Run 1, sequential cells colored by netlist name:
Bar = 20 um. Other sequential cells in the stronger gray, the rest of the logic in the fainter gray.
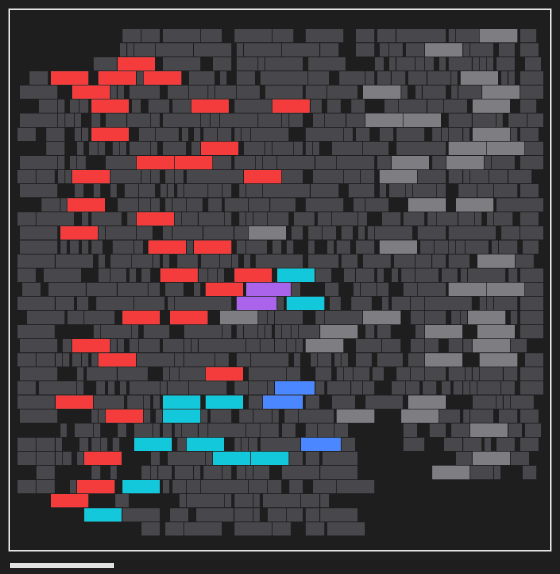
Run 1, track usage over the die:
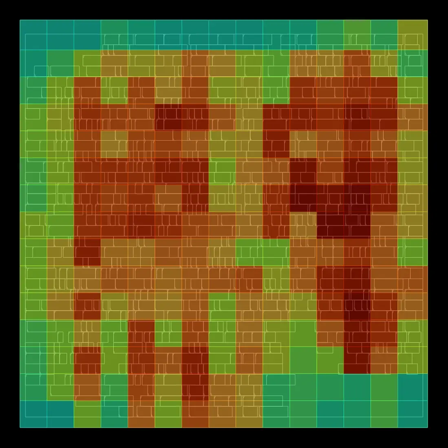
Run 1, wires at chosen ports, followed through buffers:
Bar = 20 um.
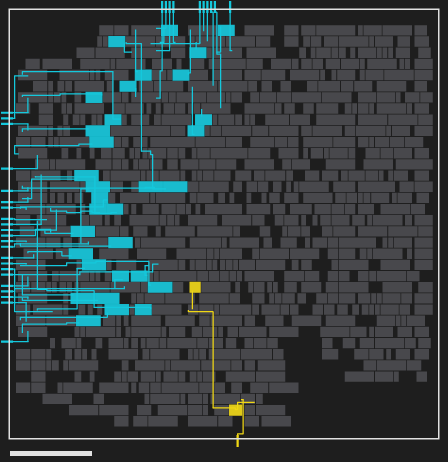
<file path="config.mk">
export PLATFORM = sky130hd
export DESIGN_NAME = mem_datos_access_unit
export DESIGN_NICKNAME = d
export VERILOG_FILES = /design/src/rtl/mem_datos_access_unit.sv
export SDC_FILE = /design/constraint.sdc
export NUM_CORES = 1
export LEC_CHECK = 0
export CAP_MARGIN = 20
export CORE_MARGIN = 1
export CORE_UTILIZATION = 40
export DETAILED_ROUTE_END_ITERATION = 10
export PLACE_DENSITY = 0.84
export SYNTH_ARGS = -nofsm -noshare
export SYNTH_HDL_FRONTEND = slang
export SYNTH_SLANG_ARGS = --single-unit
</file>
<file path="constraint.sdc">
create_clock -name i_clock -period 1.9 [get_ports i_clock]
set_input_delay 0.38 -clock i_clock [delete_from_list [all_inputs] [get_ports i_clock]]
set_output_delay 0.38 -clock i_clock [all_outputs]
set_load 0.05 [all_outputs]
</file>
<file path="src/rtl/mem_datos_access_unit.sv">
// rtl/mem_datos_access_unit.sv - registered load/store front-end for the MIPS data memory
// Issues column-enabled stores, waits the BRAM read latency for loads, extends the addressed lane.
module mem_datos_access_unit #(
  parameter int CANT_BITS_DATA                  = 32,
  parameter int CANT_COLUMNAS_MEM_DATOS         = 4,
  parameter int CANT_BITS_ADDR                  = 11,
  parameter int CANT_BITS_SELECT_BYTES_MEM_DATA = 3,
  parameter int READ_LATENCY                    = 1
) (
  input  logic                                                          i_clock,
  input  logic                                                          i_reset,
  input  logic                                                          i_valid,
  output logic                                                          o_ready,
  input  logic                                                          i_read_mem,
  input  logic                                                          i_write_mem,
  input  logic [CANT_BITS_SELECT_BYTES_MEM_DATA-1:0]                    i_select_bytes_mem_datos,
  input  logic [CANT_BITS_ADDR-1:0]                                     i_address,
  input  logic [CANT_BITS_DATA-1:0]                                     i_write_data,
  output logic [CANT_BITS_ADDR-$clog2(CANT_COLUMNAS_MEM_DATOS)-1:0]     o_mem_address,
  output logic                                                          o_mem_enable,
  output logic [CANT_COLUMNAS_MEM_DATOS-1:0]                            o_mem_write_enable,
  output logic [CANT_BITS_DATA-1:0]                                     o_mem_write_data,
  input  logic [CANT_BITS_DATA-1:0]                                     i_mem_read_data,
  output logic [CANT_BITS_DATA-1:0]                                     o_read_data,
  output logic                                                          o_read_valid,
  output logic                                                          o_misaligned
);

  localparam int COLS  = CANT_COLUMNAS_MEM_DATOS;
  localparam int LOG   = $clog2(COLS);
  localparam int HCOLS = COLS / 2;
  localparam int DATA  = CANT_BITS_DATA;
  localparam int HALF  = DATA / 2;
  localparam int ADDR  = CANT_BITS_ADDR;
  localparam logic [LOG-1:0] HALF_MASK = LOG'(HCOLS - 1);

  typedef enum logic [2:0] {
    ST_IDLE,
    ST_ACCESS,
    ST_WAIT,
    ST_RESP,
    ST_ERROR
  } state_t;

  state_t            state_q, state_d;
  logic [ADDR-1:0]   addr_q, addr_d;
  logic [DATA-1:0]   wdata_q, wdata_d;
  logic [1:0]        size_q, size_d;
  logic              unsigned_q, unsigned_d;
  logic              write_q, write_d;
  logic [2:0]        cnt_q, cnt_d;
  logic [DATA-1:0]   rdata_q, rdata_d;

  logic              misaligned_in;
  logic [7:0]        load_byte;
  logic [HALF-1:0]   load_half;
  logic [DATA-1:0]   load_ext;
  logic [COLS-1:0]   store_we;
  logic [DATA-1:0]   store_wdata;

  always_comb begin
    misaligned_in = 1'b0;
    case (i_select_bytes_mem_datos[1:0])
      2'd2:    misaligned_in = (i_address[LOG-1:0] & HALF_MASK) != '0;
      2'd3:    misaligned_in = i_address[LOG-1:0] != '0;
      default: misaligned_in = 1'b0;
    endcase
  end

  // Lane extraction works on the live BRAM word; only the last WAIT cycle latches it.
  assign load_byte = i_mem_read_data[{addr_q[LOG-1:0], 3'b000} +: 8];
  assign load_half = addr_q[LOG-1] ? i_mem_read_data[DATA-1:HALF] : i_mem_read_data[HALF-1:0];

  always_comb begin
    load_ext = i_mem_read_data;
    case (size_q)
      2'd1: load_ext = unsigned_q ? {{(DATA-8){1'b0}}, load_byte}
                                  : {{(DATA-8){load_byte[7]}}, load_byte};
      2'd2: load_ext = unsigned_q ? {{(DATA-HALF){1'b0}}, load_half}
                                  : {{(DATA-HALF){load_half[HALF-1]}}, load_half};
      default: load_ext = i_mem_read_data;
    endcase
  end

  always_comb begin
    store_we    = '1;
    store_wdata = wdata_q;
    case (size_q)
      2'd1: begin
        store_we    = {{(COLS-1){1'b0}}, 1'b1} << addr_q[LOG-1:0];
        store_wdata = {COLS{wdata_q[7:0]}};
      end
      2'd2: begin
        store_we    = {{HCOLS{addr_q[LOG-1]}}, {HCOLS{~addr_q[LOG-1]}}};
        store_wdata = {2{wdata_q[HALF-1:0]}};
      end
      default: begin
        store_we    = '1;
        store_wdata = wdata_q;
      end
    endcase
  end

  always_comb begin
    state_d            = state_q;
    addr_d             = addr_q;
    wdata_d            = wdata_q;
    size_d             = size_q;
    unsigned_d         = unsigned_q;
    write_d            = write_q;
    cnt_d              = cnt_q;
    rdata_d            = rdata_q;
    o_ready            = 1'b0;
    o_mem_enable       = 1'b0;
    o_mem_address      = '0;
    o_mem_write_enable = '0;
    o_mem_write_data   = '0;
    o_read_valid       = 1'b0;
    o_misaligned       = 1'b0;
    case (state_q)
      ST_IDLE: begin
        o_ready = 1'b1;
        // Load wins when both ops are raised; size 0 or no op is a silent no-op.
        if (i_valid && (i_read_mem || i_write_mem) && (i_select_bytes_mem_datos[1:0] != 2'd0)) begin
          addr_d     = i_address;
          wdata_d    = i_write_data;
          size_d     = i_select_bytes_mem_datos[1:0];
          unsigned_d = i_select_bytes_mem_datos[2];
          write_d    = ~i_read_mem;
          state_d    = misaligned_in ? ST_ERROR : ST_ACCESS;
        end
      end
      ST_ACCESS: begin
        o_mem_enable  = 1'b1;
        o_mem_address = addr_q[ADDR-1:LOG];
        if (write_q) begin
          o_mem_write_enable = store_we;
          o_mem_write_data   = store_wdata;
          state_d            = ST_IDLE;
        end else begin
          cnt_d   = 3'(READ_LATENCY);
          state_d = ST_WAIT;
        end
      end
      ST_WAIT: begin
        cnt_d = cnt_q - 3'd1;
        if (cnt_q == 3'd1) begin
          rdata_d = load_ext;
          state_d = ST_RESP;
        end
      end
      ST_RESP: begin
        o_read_valid = 1'b1;
        state_d      = ST_IDLE;
      end
      ST_ERROR: begin
        o_misaligned = 1'b1;
        state_d      = ST_IDLE;
      end
      default: state_d = ST_IDLE;
    endcase
  end

  assign o_read_data = rdata_q;

  always_ff @(posedge i_clock) begin
    if (i_reset) begin
      state_q    <= ST_IDLE;
      addr_q     <= '0;
      wdata_q    <= '0;
      size_q     <= 2'd0;
      unsigned_q <= 1'b0;
      write_q    <= 1'b0;
      cnt_q      <= 3'd0;
      rdata_q    <= '0;
    end else begin
      state_q    <= state_d;
      addr_q     <= addr_d;
      wdata_q    <= wdata_d;
      size_q     <= size_d;
      unsigned_q <= unsigned_d;
      write_q    <= write_d;
      cnt_q      <= cnt_d;
      rdata_q    <= rdata_d;
    end
  end

endmodule

</file>
==> Slide: Implementation Results, run 1 <==
Key Metrics from the Run

Drt
  • Initial DRC count: around 270
  • Met2 wire length: a little under 9000 um
  • DR pass1 iterations: 4
  • Via count: ~5,000
  • Met3 WL post-DR: approximately 1300 um

Worst setup path
  • R2R depth: 9
  • FF-to-FF setup slack: -180 ps
  • R2r endpoint: o_read_data[4]$_SDFFE_PP0P_
  • Critical path data arrival time: around 1900 ps
  • CP endpoint kind: output pin
  • Worst-path cell chain: buf_6, ha_4, buf_4, a21oi_1, o21ai_2, nand2_2, a21oi_4, buf_12
  • Slowest stage delay, CP: 340 ps
  • Critical path startpoint category: flop
  • CP max-delay cell: dfxtp_2
  • Bufs and invs on worst path: 3
  • WP data required: 1520 ps
  • Critical Path Fanout Max: 8

Synth
  • Yosys Chip Area: 4180 sq um
  • Simple share: 0.236
  • Synth warn: 0
  • Area fraction in xor and xnor cells: 0.00209
  • Synthesized cell area: 4180 sq um
  • Syn avg cell area: 7.59 sq um
  • Post-Synthesis Cells: 551

Global routing
  • First-pass GRT wire length: 23,000 um
  • Largest net degree at the start of global routing: 86
  • Gr ovfl total: 0

Outcome
  • Failing checks: negative setup slack
  • Status: finished, violations left

Finish
  • Ant diodes: 0

Clock network
  • # hold bufs at CTS: 0
  • Sink Count: 85

Timing
  • Setup slack after layout: -356 ps
  • Worst slew pin tran: ~530 ps
  • Maximum clock rate: roughly 440 MHz
  • Post-route minimum period: around 2300 ps
  • Setup violators final: about 66
  • Final Hold Vio Count: 0
  • Max-slew violations: 0

Power
  • Tot Pwr: roughly 4.6 mW
  • Sequential power share: 0.416
  • Switching part of the total power: 0.311
  • Int Power: ~3.2 mW

Floorplanning
  • DIE WIDTH: between 100 and 150 um
  • Die ar.: 10,900 sq um
  • Core area: between 9000 and 10,000 sq um
  • Die H: ~100 um

Run
  • Total tool warning count: 31

Hold path
  • Min-delay src: addr_q[4]$_SDFFE_PP0P_
  • Hold EP: addr_q[4]$_SDFFE_PP0P_
Notes on 'sequential cells colored by netlist name' above:
color	name in the netlist	sequential cells
cyan	`addr_q`	11
red	`wdata_q`	32
purple	`size_q`	2
blue	`state_q`	3
not colored	37
Seq. pwr: 1.92 mW
flop share of the area: 0.216

Notes on 'track usage over the die' above:
post-DR wirelength/cell: 19.5 um
Final Util: 0.797

Notes on 'wires at chosen ports, followed through buffers' above:
color	port	bits	direction	end cells	wire
yellow	`i_read_mem`	1	input	2	57.3 um
cyan	`o_mem_write_data`	32	output	32	952 um
IO Port Bufs: 163
io pins: 164

==> run 1: routing by layer <==
metal  GRT usage  vias to the layer above
li1            -                     2269
met1       0.295                     2412
met2       0.483                      271
met3      0.0627                       61
met4       0.106                        0
met5           0                        -
==> run 1: kinds of logic after synthesis <==
family | after synthesis
buffers and inverters | 67
and+or+nand+nor | 220
muxes | 10
xor gates and xnor gates | 1
AOI/OAI and AO/OA | 164
adders and majority gates | 4
DFF | 85
==> run 1: stage by stage <==
stage / std cells / hold slack, ps / setup TNS (ps)
global placement: 835 / 439 / -4070
detailed placement: 835 / 448 / -6500
global route: 874 / 487 / -15930
CTS: 857 / 462 / -7090
finish: 874 / 463 / -11500
floorplan: 551 / 432 / -245
==> run 1: power groups by stage <==
stage	Clock, mW	Combinational (mW)	Sequential (mW)
global route	1.62	1.25	1.93
finish	1.51	1.19	1.92
CTS	1.51	1.00	1.92
floorplan	0	0.527	1.96
detailed placement	0	0.929	1.95
global placement	0	0.905	1.95
==> run 1: cell type report <==
cell class              count  area [sq um]
clock inverters             6          93.8
clock buffers              10           138
fillers                   562          2020
multi-input cells         399          2900
repair buffers            220          2840
well taps                 133           166
inverters                  21          85.1
flip-flops and latches     85          1710
==> run 1: cell usage in the layout (no fill, tap or decap), types with 17 or more instances in the layout <==
master           instances
clkdlybuf4s50_1         82
a21oi_4                 19
a211oi_2                17
nand2_1                112
buf_12                  60
buf_4                   36
inv_1                   18
a21oi_1                 54
dfxtp_1                 80
nor2_1                  34
==> run 1: flip-flops by register name, indices dropped and copies added, names as in the netlist <==
signal,count
addr_q,11
cnt_q,3
o_read_data,32
size_q,2
state_q,3
unsigned_q,1
wdata_q,32
write_q,1
==> run 1: worst max-delay path by stage <==
stage	start	to	slack (ps)	cells after the start
4_1_cts	size_q[1]$_SDFFE_PP0P_	o_mem_write_data[21]	-290	6
3_5_place_dp	i_read_mem	wdata_q[3]$_SDFFE_PP0P_	-170	7
6_report	size_q[1]$_SDFFE_PP0P_	o_mem_write_data[24]	-360	8
5_1_grt	size_q[1]$_SDFFE_PP0P_	o_mem_write_data[26]	-410	8
2_1_floorplan	size_q[0]$_SDFFE_PP0P_	o_mem_write_data[15]	-30	7
3_3_place_gp	i_read_mem	wdata_q[3]$_SDFFE_PP0P_	-130	7
==> run 1: repair_timing <==
action,CTS,global route
gates cloned,0,7
pin swaps,7,17
endpoints found under the setup margin,63,84
buffers inserted,6,11
resized,69,80
==> run 1: cell usage after synthesis <==
master,number
nand2_1,121
inv_1,21
nor3_1,4
a211oi_1,33
a311oi_2,1
or4_1,1
nor4_1,1
buf_2,9
o31a_1,1
a21oi_2,1
o21ai_0,20
mux2i_1,3
and2_1,11
mux2_2,7
dfxtp_1,85
and3b_1,1
clkbuf_1,27
nand2b_1,4
nor2b_1,3
o32ai_1,1
xor2_1,1
a21oi_1,76
o221ai_1,1
a21o_1,1
buf_6,6
o21ai_1,3
nor3b_1,1
buf_4,3
nor2_1,52
nand3b_1,2
a22oi_1,16
nor3b_4,1
o22ai_1,2
nor4_2,1
ha_1,4
nand2_2,1
o311ai_1,1
clkbuf_2,1
nand4b_1,7
nor3b_2,1
a221oi_1,7
and3_1,8
==> run 2, diff against run 1 <==
==> constraint.sdc (replaced) <==
create_clock -name i_clock -period 2 [get_ports i_clock]
set_input_delay 0.4 -clock i_clock [delete_from_list [all_inputs] [get_ports i_clock]]
set_output_delay 0.4 -clock i_clock [all_outputs]
set_load 0.05 [all_outputs]
Run 2, selected gate families:
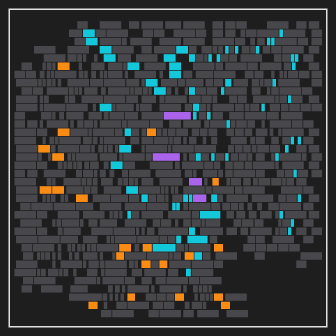
color	family	cells
cyan	nor cells	64
orange	and/or cells	21
purple	fa/ha/maj cells	4
final instance count without filler cells: 867
Top cell excl fill/tap: clkdlybuf4s50_1
multi-input combinational area share: 0.357

==> Slide: Implementation Results, run 2 <==
Key Metrics from the Run

Worst setup path
  • Crit path launch: size_q[0]$_SDFFE_PP0P_
  • Critical path data arrival time: between 1500 and 2000 ps
  • R2R depth: 9
  • FF-to-FF setup slack: 80 ps
  • Crit path capture: o_mem_write_data[8]
  • R2r endpoint: o_read_data[4]$_SDFFE_PP0P_
  • WP data required: around 1600 ps
  • Critical Path Fanout Max: 8

Outcome
  • Status: finished, violations left
  • Failing checks: negative setup slack

Synth
  • Yosys Chip Area: approximately 4200 sq um
  • Synth warn: 0
  • Synthesized cell area: between 4000 and 5000 sq um
  • Dominant Register Cell: dfxtp_1
  • Syn avg cell area: 7.59 sq um
  • Post-Synthesis Cells: roughly 550

Finish
  • Ant diodes: 0
  • Dominant logic cell types in the final layout: 113 x clkdlybuf4s50_1, 112 x nand2_1, 80 x dfxtp_1

Timing
  • Final Hold Vio Count: 0
  • Setup slack after layout: -263 ps
  • Setup violators final: 35
  • Post-route minimum period: 2260 ps
  • Worst slew pin tran: ~530 ps
  • Maximum clock rate: approximately 440 MHz
  • Max-slew violations: 0

Floorplanning
  • Core area: roughly 10000 sq um
  • Die H: around 100 um
  • Io pins: roughly 160

Place
  • Inst Count DP: around 840
  • IO Port Bufs: ~160

Clock network
  • # hold bufs at CTS: 0

Global routing
  • First-pass GRT wire length: roughly 24,000 um

Drt
  • DR pass1 iterations: 5
Run 2, track usage over the die:
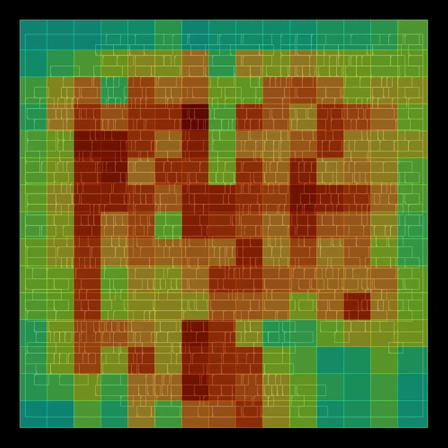
GRT Total Usage: 0.277
met2 usage: 0.503
post-DR wirelength/cell: 17.5 um
met3 Track Usage GR: 0.0739

==> run 2: cell counts after synthesis <==
No cell type changed its count.
==> run 2: timing repair <==
action                     in CTS  in global routing
setup buffers                  14                  4
gates resized                  76                 19
cloned                          1                  0
hold endpoints to repair        0                  0
pin swaps                      17                 19
setup endpoints to repair      46                 44
==> run 2: layout make-up <==
cell class | instances | area, sq um
sequential | 85 | 1710
fill | 651 | 2410
inverter | 21 | 82.6
tap | 133 | 166
clock inverter | 5 | 57.6
timing repair buffer | 213 | 2680
multi-input combinational | 399 | 2690
clock buffer | 11 | 151
==> run 2: per-stage QoR <==
stage               setup TNS [ps]  power, mW
floorplan                     -846       2.35
global placement              -462       2.70
detailed placement           -2090       2.74
CTS                          -4170       4.12
global route                 -7890       4.32
finish                       -5960       4.17
==> run 2: worst min-delay path by stage <==
| stage | from | to |
|---|---|---|
| detailed placement | wdata_q[11]$_SDFFE_PP0P_ | wdata_q[11]$_SDFFE_PP0P_ |
| floorplan | addr_q[10]$_SDFFE_PP0P_ | addr_q[10]$_SDFFE_PP0P_ |
| CTS | wdata_q[11]$_SDFFE_PP0P_ | wdata_q[11]$_SDFFE_PP0P_ |
| finish | addr_q[2]$_SDFFE_PP0P_ | addr_q[2]$_SDFFE_PP0P_ |
| global route | wdata_q[11]$_SDFFE_PP0P_ | wdata_q[11]$_SDFFE_PP0P_ |
| global placement | addr_q[9]$_SDFFE_PP0P_ | addr_q[9]$_SDFFE_PP0P_ |
==> run 2: cell families (layout without fill, tap and decap cells) <==
family	count (synthesis)	after routing	share of synthesized area
DFF	85	85	0.407
adders and majority gates	4	4	0.0120
muxes	10	10	0.0260
xor gates and xnor gates	1	1	0.00209
buffers and inverters	67	250	0.0766
and+or+nand+nor	220	220	0.236
AOI/OAI and AO/OA	164	164	0.240
==> run 2: critical path, cell delays in order (launching register included) <==
cell        delay (ps)
dfxtp_2            350
inv_2               70
ha_4               170
clkinvlp_4         220
o21ai_2            220
nand2_2            140
a21oi_4            170
buf_12             150
==> run 2: where the power goes <==
part           total (mW)  leakage [nW]  switching [mW]  internal [mW]
registers            1.83         0.693          0.0626           1.77
clock network        1.31         0.110           0.659          0.649
logic                1.04          1.81           0.553          0.485
total                4.17          2.62            1.27           2.90
==> run 2: routing by layer <==
layer	vias up	part of all wire	global-route usage
met5	-	0	0
met4	0	0.037	0.126
met3	45	0.076	0.0739
met2	238	0.51	0.503
met1	2272	0.37	0.298
li1	2247	-	-
Power and IR drop assume default switching activity.
